Design ctrl_decode_pipe_flat, sky130hd; sources not shown.
### M1 wires

Bar = 20 um.
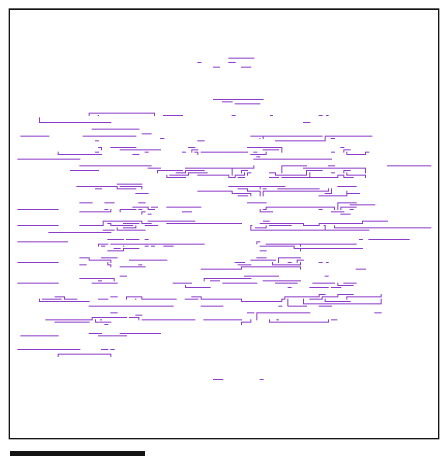
nets with wire on the layer	124
longest straight run	17.5 um
share of all routed wire	47%
wire length on this layer	917 um
met1 Resource Use GR: 0.130
total vias in the final route: 766
wire length reported by the detailed router: 1930 um

### Met2 routing

Bar = 20 um. Cells faint in the background.
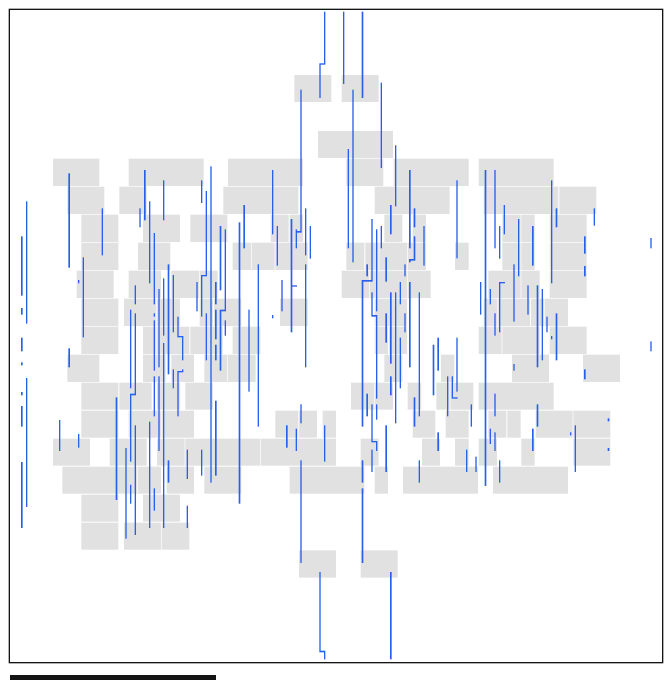
share of all routed wire	44%
wire length on this layer	848 um
routing usage on met2: 0.169

==> datasheet_impl.txt <==
Characteristics after synthesis and place and route

Parameter                              Value

Finish
  Multi-input logic portion of the cell area .................. 0.380
  Area of the multi-input gates .................. 435 sq um
  Share of post-route cells with drive strength above 1 .................. 0.0714
  Portion of the layout cell area used by non-clock buffers .................. 0.291
  Post-layout instance count excluding filler cells .................. 157
  Comb gates .................. 71
  Flop share of the area .................. 0.262
  Utilization of the core after routing .................. 0.402
  Non-clock buffer count .................. 34
  Fraction of area in clock buffers and inverters .................. 0.0262
  Ant diodes .................. 0
  Largest class .................. combinational gates
  Area of all placed cells without fillers .................. 1150 sq um
  Filler cells .................. 312
  Number of sequential storage elements .................. 15
  Most frequent logic cell in the layout .................. sky130_fd_sc_hd__clkdlybuf4s50_1
  Area grow syn2layout .................. 49.4%
  Number of non-clock inverters in the layout .................. 2
  Clock buffers .................. 4
  FF/Latch Area .................. 300 sq um

Critical path
  Critical Path End Type .................. primary output
  Family with the most delay on the worst path .................. buffers and inverters
  Required time worst endpoint .................. 2.92 ns
  CP Class .................. input pin to primary output
  Critical path cell sequence .................. clkdlybuf4s50_1, xnor2_1, nand4_1, a2111oi_0, dlygate4sd2_1
  Worst stage delay on the critical path .................. 0.49 ns
  Logic depth of the worst path, buffers included .................. 5
  Critical path buffers and inverters .................. 2
  Critical Path AT .................. 2.37 ns
  Register-to-Register Setup Slack .................. 1.87 ns
  Type of origin of the critical path .................. input pin
  Highest net fanout along the worst path .................. 3
  Worst R2R Path Depth .................. 5
  Cell type of the slowest stage on the worst timing path .................. sky130_fd_sc_hd__clkdlybuf4s50_1

GRT
  Global-route total usage across every layer .................. 0.106
  Via count of the first global-routing pass .................. 826
  Maximum number of pins on one net before global-route repair .................. 13
  Number of antenna violations at the first check in global routing .................. 0
  Busiest grt layer .................. met2
  First-pass GRT wire length .................. 3520 um
  Grt met3 use .................. 0.0426
  Total gr overflow .................. 0

Timing
  Period Utilization, post-route .................. 0.854
  Count of pins over their slew limit .................. 0
  Achievable frequency .................. 310 MHz
  Number of endpoints failing setup at the final stage .................. 0
  Tightest slew margin relative to the limit .................. 0.570
  Total negative setup slack .................. 0 ns
  Final number of hold-violating endpoints .................. 0
  Shortest period the worst path allows .................. 3.23 ns
  Measured slew at the worst slew-check pin .................. 0.642 ns
  Final critical-path setup slack .................. 0.552 ns
  RSZ-0062 raised after global routing .................. true
  Worst hold slack across all endpoints .................. 0.353 ns

Logic synthesis
  Largest area contributor in the netlist .................. sky130_fd_sc_hd__dfxtp_1
  Compound-gate portion of the synthesized area .................. 0.150
  Post-synth seq share .................. 0.392
  Syn Inst Count .................. 93
  Net count of the mapped netlist .................. 108
  Count of library flops with an enable pin .................. 0
  Largest type area fraction .................. 0.392
  Xor and xnor area share after synthesis .................. 0.0685
  Synthesized cell area .................. 767 sq um
  Simple share .................. 0.310
  Synthesized flop and latch total .................. 15
  YS warnings .................. 0
  Top comb family, area .................. simple AND/OR/NAND/NOR gates
  Area share of fa/ha/maj cells after synthesis .................. 0
  Most common flop cell mapped by yosys .................. sky130_fd_sc_hd__dfxtp_1
  Async set or reset register ratio after synthesis .................. 0
  Number of cells in Yosys stat .................. 93
  Biggest area cells .................. sky130_fd_sc_hd__dfxtp_1 (39%), sky130_fd_sc_hd__a21oi_1 (8.5%), sky130_fd_sc_hd__nand2_1 (7.3%)
  Syn avg cell area .................. 8.25 sq um
  Number of distinct standard cells referenced by the synthesized netlist .................. 26
  Share of cell area taken by muxes after synthesis .................. 0.0392

Routing
  Average wire per standard cell .................. 12.3 um
  Residual DRC count .................. 0
  Amount of wire on met3 after detailed routing .................. 160 um
  First-pass iteration count of the detailed router .................. 4
  ANT nets after route .................. 0
  Wl on met1 .................. 917 um
  Highest routed metal layer .................. met4
  Iter 0 DRT Violations .................. 20
  Length of routed met2 wiring .................. 848 um
  Via-per-instance ratio .................. 4.88

Floorplan
  Chip area .................. 4020 sq um
  Pre-placement core utilization .................. 0.269
  TAP cells .................. 31
  Die height .................. 63.4 um
  Row count .................. 19
  Area of the core .................. 2850 sq um
  Floorplan die width .................. 63.4 um

Power
  Max power group .................. sequential cells
  Clock group power .................. 0.0000994 W
  Cell area power density .................. 284 nW/um^2
  Leakage power .................. 0.404 nW
  Combinational fraction of design power .................. 0.191
  Share of total power consumed by net switching .................. 0.254
  Part of the power in the clock network .................. 0.305
  Total net switching power .................. 0.0000827 W
  Combinational logic power .................. 0.0000624 W
  Cell-internal power .................. 0.000243 W
  Flop pwr share .................. 0.504
  Total power .................. 0.000326 W
  Worst voltage drop across the vdd grid .................. 0.000142 V

Min path
  Hold path cells .................. 2
  Kind of path behind the tightest hold check .................. flip-flop to flip-flop

Clock tree
  Max Root-Sink Buffers .................. 2
  Clock edge transition at the registers on the reported setup and hold paths .................. 0.09 ns
  TritonCTS clock tree .................. yes
  Buffer count from post-CTS setup fixing .................. 0
  Clock Sinks .................. 15
  Clock network latency to the later pin of the worst-skew pair .................. 0.28 ns
  Root buffer selected by CTS .................. sky130_fd_sc_hd__clkbuf_4
  Cell resize tally after clock tree synthesis .................. 1
  Clock buffer count from CTS .................. 3
  Hold-fix buffers, CTS .................. 0
  H-tree depth reported by CTS .................. 1

Placement
  Standard cell area after detailed placement .................. 1110 sq um
  Weighted congestion reported at the end of routability-driven placement .................. 0.809
  Setup slack at placement .................. 0.238 ns
  Buffers added on ports .................. 31
  HPWL after detailed placement .................. 1500 um
  Number of placed cells counting well taps .................. 153

Job
  Count of tool warnings .................. 27
  Max-capacitance violation count .................. 0

Status
  Run status .................. finished clean
==> Yosys cell counts, types with 3 or more instances <==
cell type,n
sky130_fd_sc_hd__nor2b_1,3
sky130_fd_sc_hd__a21oi_1,13
sky130_fd_sc_hd__or3_1,4
sky130_fd_sc_hd__nand2b_1,5
sky130_fd_sc_hd__or2b_1,3
sky130_fd_sc_hd__xnor2_1,6
sky130_fd_sc_hd__clkbuf_1,3
sky130_fd_sc_hd__o21ai_0,3
sky130_fd_sc_hd__nand2_1,15
sky130_fd_sc_hd__mux2i_1,3
sky130_fd_sc_hd__dfxtp_1,15
sky130_fd_sc_hd__nand4b_1,3
==> tightest hold or removal path, delay by kind of cell (launching register included) <==
kind / cells / cell delay (ns)
AOI/OAI and AO/OA: 1 / 0.05
DFF: 1 / 0.32
and+or+nand+nor: 1 / 0.05
Power and IR drop assume default switching activity.
